[src/rtl/ifetch_pkg.sv]
// ifetch_pkg: shared types and constants for the instruction fetch unit.
package ifetch_pkg;
  localparam int IW = 10;
  localparam int PCW = 8;
  localparam logic [IW-1:0] NOP_INSTR = 10'b1111_000000;
  localparam logic [3:0] OPC_JMP = 4'b1001;
  typedef enum logic [2:0] {IDLE, FETCH, WAIT, ISSUE, RESOLVE, HALT} state_t;
endpackage

[src/rtl/fetch_watchdog.sv]
// fetch_watchdog: counts WAIT cycles without read data and flags expiry on the last allowed one.
module fetch_watchdog #(
  parameter int TIMEOUT_CYCLES = 15
) (
  input  logic clk,
  input  logic reset,
  input  logic clear,
  input  logic tick,
  output logic expired
);
  logic [7:0] cnt;
  assign expired = tick && cnt == 8'(TIMEOUT_CYCLES - 1);
  always_ff @(posedge clk) begin
    if (reset || clear) cnt <= '0;
    else if (tick) cnt <= cnt + 8'd1;
  end
endmodule

[src/rtl/instr_fetch_unit.sv]
// instr_fetch_unit: PC owner and fetch sequencer feeding one instruction per ISSUE cycle.
// Optional read timeout enabled by defining IFETCH_TIMEOUT_EN.
module instr_fetch_unit
  import ifetch_pkg::*;
#(
  parameter int PROG_DEPTH = 64,
  parameter int TIMEOUT_CYCLES = 15
) (
  input  logic           clk,
  input  logic           reset,
  input  logic           run,
  output logic           imem_rd,
  output logic [PCW-1:0] imem_addr,
  input  logic [IW-1:0]  imem_data,
  input  logic           imem_valid,
  output logic [IW-1:0]  instruction,
  output logic           instr_valid,
  input  logic           load_PC,
  input  logic [PCW-1:0] pc_value,
  output logic [PCW-1:0] pc,
  output logic           halted,
  output logic           fetch_err
);
  localparam logic [PCW:0] DEPTH = (PCW+1)'(PROG_DEPTH);
  if (PROG_DEPTH < 1 || PROG_DEPTH > 256 || TIMEOUT_CYCLES < 1 || TIMEOUT_CYCLES > 255) begin : g_bad_cfg
    $error("instr_fetch_unit: parameter out of range");
  end
  state_t state, state_n;
  logic [PCW:0] target;
  logic bad, timeout;
`ifdef IFETCH_TIMEOUT_EN
  fetch_watchdog #(.TIMEOUT_CYCLES(TIMEOUT_CYCLES)) u_watchdog (
    .clk(clk),
    .reset(reset),
    .clear(state == FETCH),
    .tick(state == WAIT && !imem_valid),
    .expired(timeout)
  );
`else
  assign timeout = 1'b0;
`endif
  assign imem_addr = pc;
  always_comb begin
    target = load_PC ? {1'b0, pc_value} : {1'b0, pc} + 9'd1;
    bad = target >= DEPTH;
    state_n = state == IDLE    ? (run ? FETCH : IDLE)
            : state == FETCH   ? WAIT
            : state == WAIT    ? (imem_valid ? ISSUE : timeout ? HALT : WAIT)
            : state == ISSUE   ? RESOLVE
            : state == RESOLVE ? (bad ? HALT : FETCH)
            : HALT;
  end
  // Outputs are registered from the next state so they line up with the state they describe.
  always_ff @(posedge clk) begin
    if (reset) begin
      state       <= IDLE;
      pc          <= '0;
      imem_rd     <= 1'b0;
      instruction <= NOP_INSTR;
      instr_valid <= 1'b0;
      halted      <= 1'b0;
      fetch_err   <= 1'b0;
    end else begin
      state       <= state_n;
      imem_rd     <= state_n == FETCH;
      instr_valid <= state_n == ISSUE;
      instruction <= state_n == ISSUE ? imem_data : NOP_INSTR;
      halted      <= state_n == HALT;
      if (state == RESOLVE) pc <= target[PCW-1:0];
      if (timeout || (state == RESOLVE && load_PC && bad)) fetch_err <= 1'b1;
    end
  end
endmodule
[config.mk]
export PLATFORM = sky130hd
export DESIGN_NAME = instr_fetch_unit
export DESIGN_NICKNAME = d
export VERILOG_FILES = /design/src/rtl/ifetch_pkg.sv /design/src/rtl/fetch_watchdog.sv /design/src/rtl/instr_fetch_unit.sv
export SDC_FILE = /design/constraint.sdc
export NUM_CORES = 1
export LEC_CHECK = 0
export CAP_MARGIN = 20
export CORE_MARGIN = 3
export CORE_UTILIZATION = 36
export CTS_CLUSTER_SIZE = 40
export DETAILED_ROUTE_END_ITERATION = 8
export PLACE_DENSITY = 0.81
export SYNTH_ARGS = -nofsm -noshare
export SYNTH_HDL_FRONTEND = slang
export SYNTH_SLANG_ARGS = --single-unit
[constraint.sdc]
create_clock -name clk -period 1.7 [get_ports clk]
set_input_delay 0.34 -clock clk [delete_from_list [all_inputs] [get_ports clk]]
set_output_delay 0.34 -clock clk [all_outputs]
set_load 0.01 [all_outputs]
layer_met3.png
(6 px per µm)
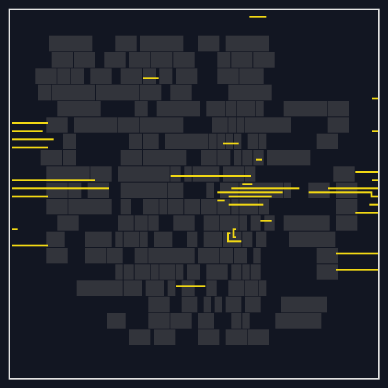
- longest straight run: 15.9 µm
- wire length on this layer: 177 µm
- share of all routed wire: 6.3%
- main direction: horizontal
- nets with wire on the layer: 30
met3 Track Usage GR: 2.94%
via count: 1,071

placement_by_type.png
(8 px per µm)
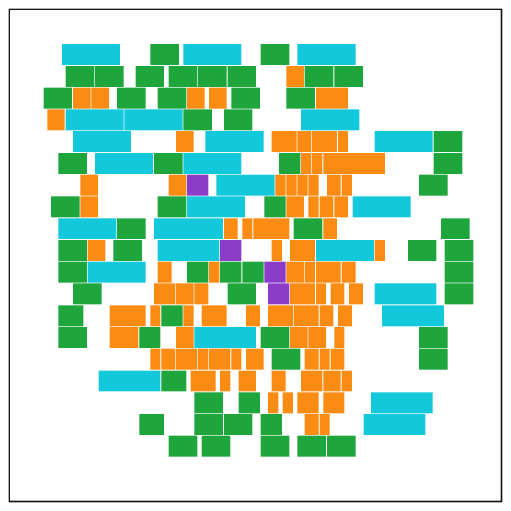
- cyan: sequential cells (cells 25)
- orange: combinational and other logic (cells 86)
- green: remaining buffers and delay cells (cells 61)
- purple: clock drivers and dummy loads (cells 4)

==> impl_metrics.py <==
# Physical implementation metrics
metrics = {
    "setup_path": {
        "reg2reg_to": "imem_rd$_SDFF_PP0_",
        "crit_start": "imem_addr[2]$_SDFFE_PP0N_",
        "crit_family": "buffers and inverters",
        "endpoint": "pc[2]",
        "cp.required_ns": 1.36,
        "ff2ff_setup_slack_ns": 0.13,
        "crit_path_top_delay_cell": "clkdlybuf4s50_1",
        "r2r_cells": 6,
        "max_stage_delay_ns": 0.58,
        "crit_buf_inv": 1,
    },
    "logic_synthesis": {
        "synthesis.nets": 149,
        "ys_area_mm2": 0.00110,
        "synth_area_per_cell_um2": 8.82,
        "synthCells": 125,
        "ys_cells": 125,
        "edf_count": 0,
        "ys_warn_count": 0,
        "ys.flop_type": "dfxtp_1",
    },
    "cells_and_area": {
        "logic_area_um2": 498,
        "num-multi-input-gates": 82,
        "clock_buffers": 3,
        "num_antenna_cells": 0,
        "flop-count": 25,
        "dominant_cells": "non-clock buffers",
        "lay_top_count": "clkdlybuf4s50_1",
        "fillers": 255,
        "buf_share_pct": 34.8,
        "final_cell_mix": "clkdlybuf4s50_1, dfxtp_1, nand2_1",
        "seq_area_um2": 513,
        "fin_util_pct": 59.4,
    },
    "routing": {
        "drt_first_pass_iters": 5,
        "drc_errors": 0,
        "vias_per_cell": 5.17,
        "routed_wl_um": 2820,
    },
    "global_routing": {
        "grt_pass1_wl_um": 4390,
        "grt_pass1_vias": 1034,
        "grt_overflow": 0,
    },
    "worst_hold_path": {
        "hold_path.class": "reg -> reg",
        "holdPathEnd": "fetch_err$_SDFFE_PP0P_",
    },
    "sta": {
        "slew_headroom_pct": 66.4,
        "setup_viol": 0,
        "whs_ns": 0.524,
        "fin_crit_sh_pct": 97.1,
        "skew_ns": 0.00139,
        "fmax_mhz": 606,
        "tightest_slew_ns": 0.500,
    },
    "floorplan": {
        "core_area_mm2": 0.00283,
        "tapcell.inserted": 31,
        "die_y_um": 61.3,
        "row_count": 19,
        "fp_util_pct": 39.0,
        "die_w_um": 61.3,
        "io_pins": 53,
    },
    "power": {
        "pg_clk_mw": 0.275,
        "powerSeq_mw": 0.630,
        "p_per_area_mw_per_mm2": 660,
        "power.group.top": "sequential cells",
        "peakVddDrop_mv": 0.437,
    },
    "outcome": {
        "status": "finished clean",
    },
    "run": {
        "warning_count": 26,
        "drv_cap": 0,
    },
    "clocking": {
        "numCtsBuffers": 3,
        "postCtsHoldBufs": 0,
        "clk_latency_ns": 0.31,
        "clk_pin_slew_ns": 0.14,
        "cts_sinks": 25,
        "htreeDepth": 1,
        "post_cts_resized": 8,
    },
    "placement": {
        "port-buffer-count": 52,
    },
}
[cell usage after synthesis, types with 2 or more instances]
master | number | share of area (%)
a31oi_1 | 2 | 1.1
and2_1 | 6 | 3.4
a21oi_1 | 6 | 2.7
nor2_1 | 11 | 3.7
inv_1 | 4 | 1.4
nor3_1 | 2 | 0.91
a211oi_1 | 2 | 1.4
a22o_1 | 2 | 1.6
and3_1 | 3 | 1.7
buf_2 | 2 | 0.91
nand2_1 | 12 | 4.1
nand2b_1 | 4 | 2.3
or3_1 | 2 | 1.1
clkbuf_1 | 3 | 1.0
o41ai_1 | 2 | 1.6
dfxtp_1 | 25 | 45
o21ai_0 | 9 | 4.1
nand3_1 | 2 | 0.91
a22oi_1 | 3 | 2.0
buf_4 | 9 | 6.1
[routing by layer]
layer | track usage, % | vias up | share of wire, %
met1 | 19.2 | 492 | 40
li1 | - | 528 | -
met4 | 4.85 | 0 | 1.3
met5 | 0 | - | 0
met3 | 2.94 | 4 | 6.3
met2 | 26.3 | 47 | 52
[stage by stage]
step	total power, mW	setup WS, ns	instance area [µm²]	cells
2_1_floorplan	0.734	0.288	1100	125
3_3_place_gp	0.842	0.0616	1630	202
3_5_place_dp	0.848	0.0132	1630	202
4_1_cts	1.12	0.00249	1670	207
5_1_grt	1.16	0.00992	1680	207
6_report	1.11	0.0498	1680	207
[logic make-up after synthesis]
| family | after synthesis | share of synthesized area [%] |
|---|---|---|
| xor+xnor | 1 | 0.795 |
| compound gates | 30 | 17.6 |
| flops | 25 | 45.4 |
| fa+ha+maj | 1 | 1.13 |
| buf+inv | 18 | 9.42 |
| mux | 2 | 1.93 |
| simple gates | 48 | 23.7 |
[state kept, by name, summed over array words and instances (netlist names)]
register and flops:
instruction 10, imem_addr 8, state 3, fetch_err 1, halted 1, imem_rd 1
instr_valid 1
Power is estimated from default activity; no workload was simulated.
